File: src/rtl/tia_hsync_pkg.sv
// Shared types, LFSR helpers and decode constants for the TIA horizontal sync controller.
package tia_hsync_pkg;

   typedef enum logic [1:0] {
      RESYNC,
      WAIT_LOCK,
      RUN
   } hstate_e;

   localparam int LINE_STATES = 57;
   localparam logic [5:0] BIN_WRAP = 6'd56;

   localparam int HSYNC_START_IDX = 4;
   localparam int HSYNC_END_IDX   = 8;
   localparam int HBLANK_END_IDX  = 17;

   function automatic logic [5:0] lfsr_next(input logic [5:0] v);
      return {v[4:0], ~(v[5] ^ v[4])};
   endfunction

   // Maps a count index (advances since 0) onto its LFSR encoding.
   function automatic logic [5:0] lfsr_at(input int idx);
      logic [5:0] v;
      v = '0;
      for (int i = 0; i < idx; i++) begin
         v = lfsr_next(v);
      end
      return v;
   endfunction

   localparam logic [5:0] HC_WRAP           = lfsr_at(LINE_STATES - 1);
   localparam logic [5:0] HSYNC_START_CODE  = lfsr_at(HSYNC_START_IDX);
   localparam logic [5:0] HSYNC_END_CODE    = lfsr_at(HSYNC_END_IDX);
   localparam logic [5:0] HBLANK_END_CODE   = lfsr_at(HBLANK_END_IDX);

endpackage

File: src/rtl/tia_hsync_lfsr6.sv
// 6-bit horizontal counter: 57-state LFSR, or plain binary 0..56 with TIA_HSYNC_BINARY_COUNT_EN.
module tia_lfsr6
   import tia_hsync_pkg::*;
(
   input  logic       clk,
   input  logic       r,
   input  logic       clear,
   input  logic       advance,
   output logic [5:0] count_q,
   output logic [5:0] count_d,
   output logic       wrap
);

`ifdef TIA_HSYNC_BINARY_COUNT_EN
   localparam logic [5:0] WRAP_VAL = BIN_WRAP;
`else
   localparam logic [5:0] WRAP_VAL = HC_WRAP;
`endif

   always_comb begin
      wrap    = 1'b0;
      count_d = count_q;
      if (clear) begin
         count_d = '0;
      end else if (advance) begin
         if (count_q == WRAP_VAL) begin
            wrap    = 1'b1;
            count_d = '0;
         end else begin
`ifdef TIA_HSYNC_BINARY_COUNT_EN
            count_d = count_q + 6'd1;
`else
            count_d = lfsr_next(count_q);
`endif
         end
      end
   end

   always_ff @(posedge clk) begin
      if (r) begin
         count_q <= '0;
      end else begin
         count_q <= count_d;
      end
   end

endmodule

File: src/rtl/tia_horizontal_sync_controller.sv
// TIA horizontal timing: resync handshake, 57-state line counter, HSYNC/HBLANK decode, WSYNC stall.
// Build option TIA_HSYNC_BINARY_COUNT_EN swaps the LFSR counter for a binary one.
module tia_horizontal_sync_controller
   import tia_hsync_pkg::*;
#(
   parameter int RSYN_CYCLES = 2,
   parameter int HSYNC_START = HSYNC_START_IDX,
   parameter int HSYNC_END   = HSYNC_END_IDX,
   parameter int HBLANK_END  = HBLANK_END_IDX
) (
   input  logic       clk,
   input  logic       r,
   input  logic       rsync_stb,
   input  logic       wsync_stb,
   input  logic       hphi1,
   input  logic       hphi2,
   input  logic       rsynl,
   output logic       rsyn,
   output logic [5:0] hcount,
   output logic       hsync,
   output logic       hblank,
   output logic       rdy,
   output logic       line_stb,
   output logic       err
);

   localparam logic [3:0] RSYN_LAST = 4'(RSYN_CYCLES - 1);

`ifndef TIA_HSYNC_BINARY_COUNT_EN
   localparam logic [5:0] HSYNC_ON_CODE  = (HSYNC_START == HSYNC_START_IDX) ?
                                           HSYNC_START_CODE : lfsr_at(HSYNC_START);
   localparam logic [5:0] HSYNC_OFF_CODE = (HSYNC_END == HSYNC_END_IDX) ?
                                           HSYNC_END_CODE : lfsr_at(HSYNC_END);
   localparam logic [5:0] HBLANK_OFF_CODE = (HBLANK_END == HBLANK_END_IDX) ?
                                            HBLANK_END_CODE : lfsr_at(HBLANK_END);
`endif

   hstate_e    state_q, state_d;
   logic       rsyn_q, rsyn_d;
   logic [3:0] rsyn_cnt_q, rsyn_cnt_d;
   logic       seen_q, seen_d;
   logic       hphi2_q, hphi2_d;
   logic       hsync_q, hsync_d;
   logic       hblank_q, hblank_d;
   logic       rdy_q, rdy_d;
   logic       line_stb_q, line_stb_d;
   logic       err_q, err_d;

   logic       advance;
   logic       wrap;
   logic [5:0] hcount_q;
   logic [5:0] hcount_d;

   // An RSYNC strobe wins over a coincident phi2 rising edge.
   assign advance = (state_q == RUN) && hphi2 && !hphi2_q && !rsync_stb;

   tia_lfsr6 u_counter (
      .clk     (clk),
      .r       (r),
      .clear   (rsync_stb),
      .advance (advance),
      .count_q (hcount_q),
      .count_d (hcount_d),
      .wrap    (wrap)
   );

   always_comb begin
      state_d    = state_q;
      rsyn_cnt_d = rsyn_cnt_q;
      seen_d     = seen_q;
      hphi2_d    = hphi2;
      err_d      = err_q | (hphi1 & hphi2);
      line_stb_d = wrap;
      rdy_d      = rdy_q;

      case (state_q)
         RESYNC: begin
            if (rsyn_cnt_q >= RSYN_LAST) begin
               state_d    = WAIT_LOCK;
               rsyn_cnt_d = '0;
            end else begin
               rsyn_cnt_d = rsyn_cnt_q + 4'd1;
            end
         end
         WAIT_LOCK: begin
            if (seen_q && !rsynl) begin
               state_d = RUN;
            end else if (rsynl) begin
               seen_d = 1'b1;
            end
         end
         RUN: begin
            state_d = RUN;
         end
         default: begin
            state_d = RESYNC;
         end
      endcase

      // A WSYNC landing on the wrap keeps the CPU stalled for another whole line.
      if (wsync_stb && (rdy_q || wrap)) begin
         rdy_d = 1'b0;
      end else if (wrap) begin
         rdy_d = 1'b1;
      end

      if (rsync_stb) begin
         state_d    = RESYNC;
         rsyn_cnt_d = '0;
         seen_d     = 1'b0;
         rdy_d      = 1'b1;
      end

      rsyn_d = (state_d == RESYNC);

`ifdef TIA_HSYNC_BINARY_COUNT_EN
      hsync_d  = (int'(hcount_d) >= HSYNC_START) && (int'(hcount_d) < HSYNC_END);
      hblank_d = (int'(hcount_d) < HBLANK_END);
`else
      // LFSR codes are not ordered, so the decodes toggle on the boundary codes instead.
      hsync_d  = hsync_q;
      hblank_d = hblank_q;
      if (hcount_d == 6'd0) begin
         hsync_d  = 1'b0;
         hblank_d = 1'b1;
      end
      if (hcount_d == HSYNC_ON_CODE) begin
         hsync_d = 1'b1;
      end else if (hcount_d == HSYNC_OFF_CODE) begin
         hsync_d = 1'b0;
      end
      if (hcount_d == HBLANK_OFF_CODE) begin
         hblank_d = 1'b0;
      end
`endif
   end

   always_ff @(posedge clk) begin
      if (r) begin
         state_q    <= RESYNC;
         rsyn_q     <= 1'b1;
         rsyn_cnt_q <= '0;
         seen_q     <= 1'b0;
         hphi2_q    <= 1'b0;
         hsync_q    <= 1'b0;
         hblank_q   <= 1'b1;
         rdy_q      <= 1'b1;
         line_stb_q <= 1'b0;
         err_q      <= 1'b0;
      end else begin
         state_q    <= state_d;
         rsyn_q     <= rsyn_d;
         rsyn_cnt_q <= rsyn_cnt_d;
         seen_q     <= seen_d;
         hphi2_q    <= hphi2_d;
         hsync_q    <= hsync_d;
         hblank_q   <= hblank_d;
         rdy_q      <= rdy_d;
         line_stb_q <= line_stb_d;
         err_q      <= err_d;
      end
   end

   assign rsyn     = rsyn_q;
   assign hcount   = hcount_q;
   assign hsync    = hsync_q;
   assign hblank   = hblank_q;
   assign rdy      = rdy_q;
   assign line_stb = line_stb_q;
   assign err      = err_q;

endmodule

File: config.mk
export PLATFORM = sky130hd
export DESIGN_NAME = tia_horizontal_sync_controller
export DESIGN_NICKNAME = d
export VERILOG_FILES = /design/src/rtl/tia_hsync_pkg.sv /design/src/rtl/tia_hsync_lfsr6.sv /design/src/rtl/tia_horizontal_sync_controller.sv
export SDC_FILE = /design/constraint.sdc
export NUM_CORES = 1
export LEC_CHECK = 0
export CAP_MARGIN = 20
export CORE_MARGIN = 2
export CORE_UTILIZATION = 45
export CTS_CLUSTER_SIZE = 28
export DETAILED_ROUTE_END_ITERATION = 7
export HOLD_SLACK_MARGIN = 0.12
export PLACE_DENSITY = 0.79
export SETUP_SLACK_MARGIN = 0.5
export SLEW_MARGIN = 20
export SYNTH_ARGS = -nofsm -noshare
export SYNTH_HDL_FRONTEND = slang
export SYNTH_HIERARCHICAL = 1
export SYNTH_SLANG_ARGS = --single-unit
File: constraint.sdc
create_clock -name clk -period 2.75 [get_ports clk]
set_clock_uncertainty 0.2 [all_clocks]
set_input_delay 0.275 -clock clk [delete_from_list [all_inputs] [get_ports clk]]
set_output_delay 0.275 -clock clk [all_outputs]
set_load 0.01 [all_outputs]
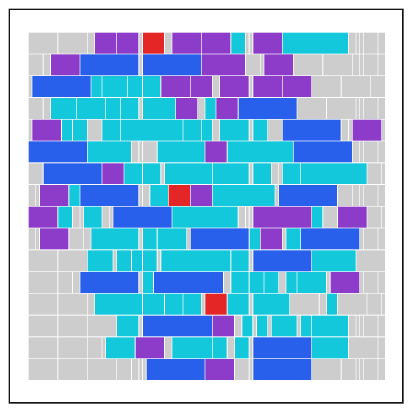
(cells colored by class)
Drawn at 8 px/um. Fill, decap, tap and diode cells in gray.
legend:
  remaining buffers and delay cells:
    color: purple
    cells: 30
  registers:
    color: blue
    cells: 20
  remaining logic cells:
    color: cyan
    cells: 73
  clock-net drivers:
    color: red
    cells: 3

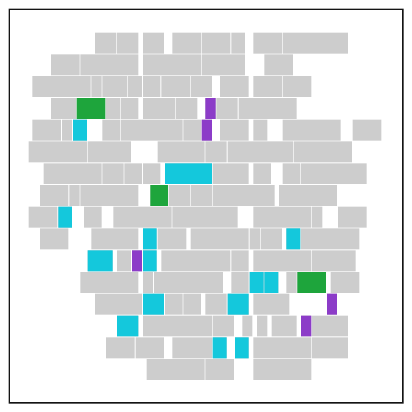
(selected gate families)
Drawn at 8 px/um.
legend:
  inv cells:
    color: purple
    cells: 5
  aoi and oai cells:
    color: cyan
    cells: 14
  and/or cells:
    color: green
    cells: 3

==> flow_summary.ini <==
; implementation run metrics
[status]
status = completed

[power]
p_leak_uw = 0.0004807
finalPower_uw = 500.3
powerSeq_uw = 301
maxPowerGroup = registers
power_density_mw_per_mm2 = 357.6
p_comb_uw = 62.3

[clocking]
clock_latency_ns = 0.30
cts_tree = done
htreeDepth = 1
root_buffer = clkbuf_4
cts_max_path_buffers = 2
postCtsHoldBufs = 0

[synthesis]
netlist_instances = 95
ys_seq_elements = 20
floorplan.nets = 106
yosys_area_um2 = 912.1
mux_share_pct = 5.487
yosys.area_share.xor_xnor_pct = 0.9602
async_flop_share_pct = 0

[timing]
fin_ws_ns = 0.2705

[layout]
antennaDiodeCount = 0
largest_reg_flops = 6
clock_buffers = 3
mostFrequentLayoutCells = dfxtp_1 (18), clkdlybuf4s50_1 (18), buf_4 (10), inv_1 (5), nor2_1 (5)
reg_top3 = u_counter/count_q x6, rsyn_cnt_q x4, state_q x2
area_growth_syn_to_layout_pct = 53.36
largestClassByArea = combinational gates
comb_area_um2 = 625.6
n_all_buffers = 30
final_area_mm2 = 0.001399

[worst_setup_path]
cp_cell_sequence = clkdlybuf4s50_1, nor4b_4, buf_4, nand4_4, nor3_4, buf_4, nor3_4, buf_4, nor4_4, a21oi_2, a31o_2
path_class = input port to register
r2r_start = state_q[0]
slowest_delay_ns = 0.49

[placed_design]
dpl_cell_area_mm2 = 0.001131
portBuffers = 18

[floorplanning]
chipArea_mm2 = 0.002403
rows = 16

[route]
met2WireLength_um = 1209
drtIter0Drc = 24

[worst_hold_path]
min_from = hblank
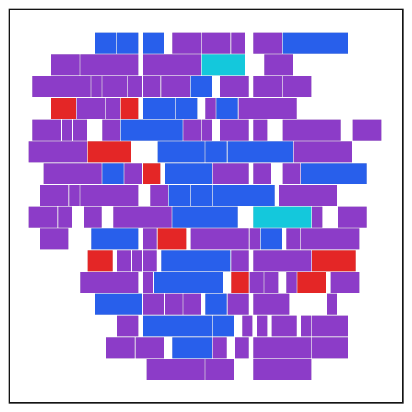
(sizing map)
Drawn at 8 px/um.
legend:
  x6 and larger:
    color: cyan
    cells: 2
    share: 1.6%
  x1 and smaller:
    color: purple
    cells: 87
    share: 69%
  x2:
    color: red
    cells: 9
    share: 7.1%
  x3 and x4:
    color: blue
    cells: 28
    share: 22%

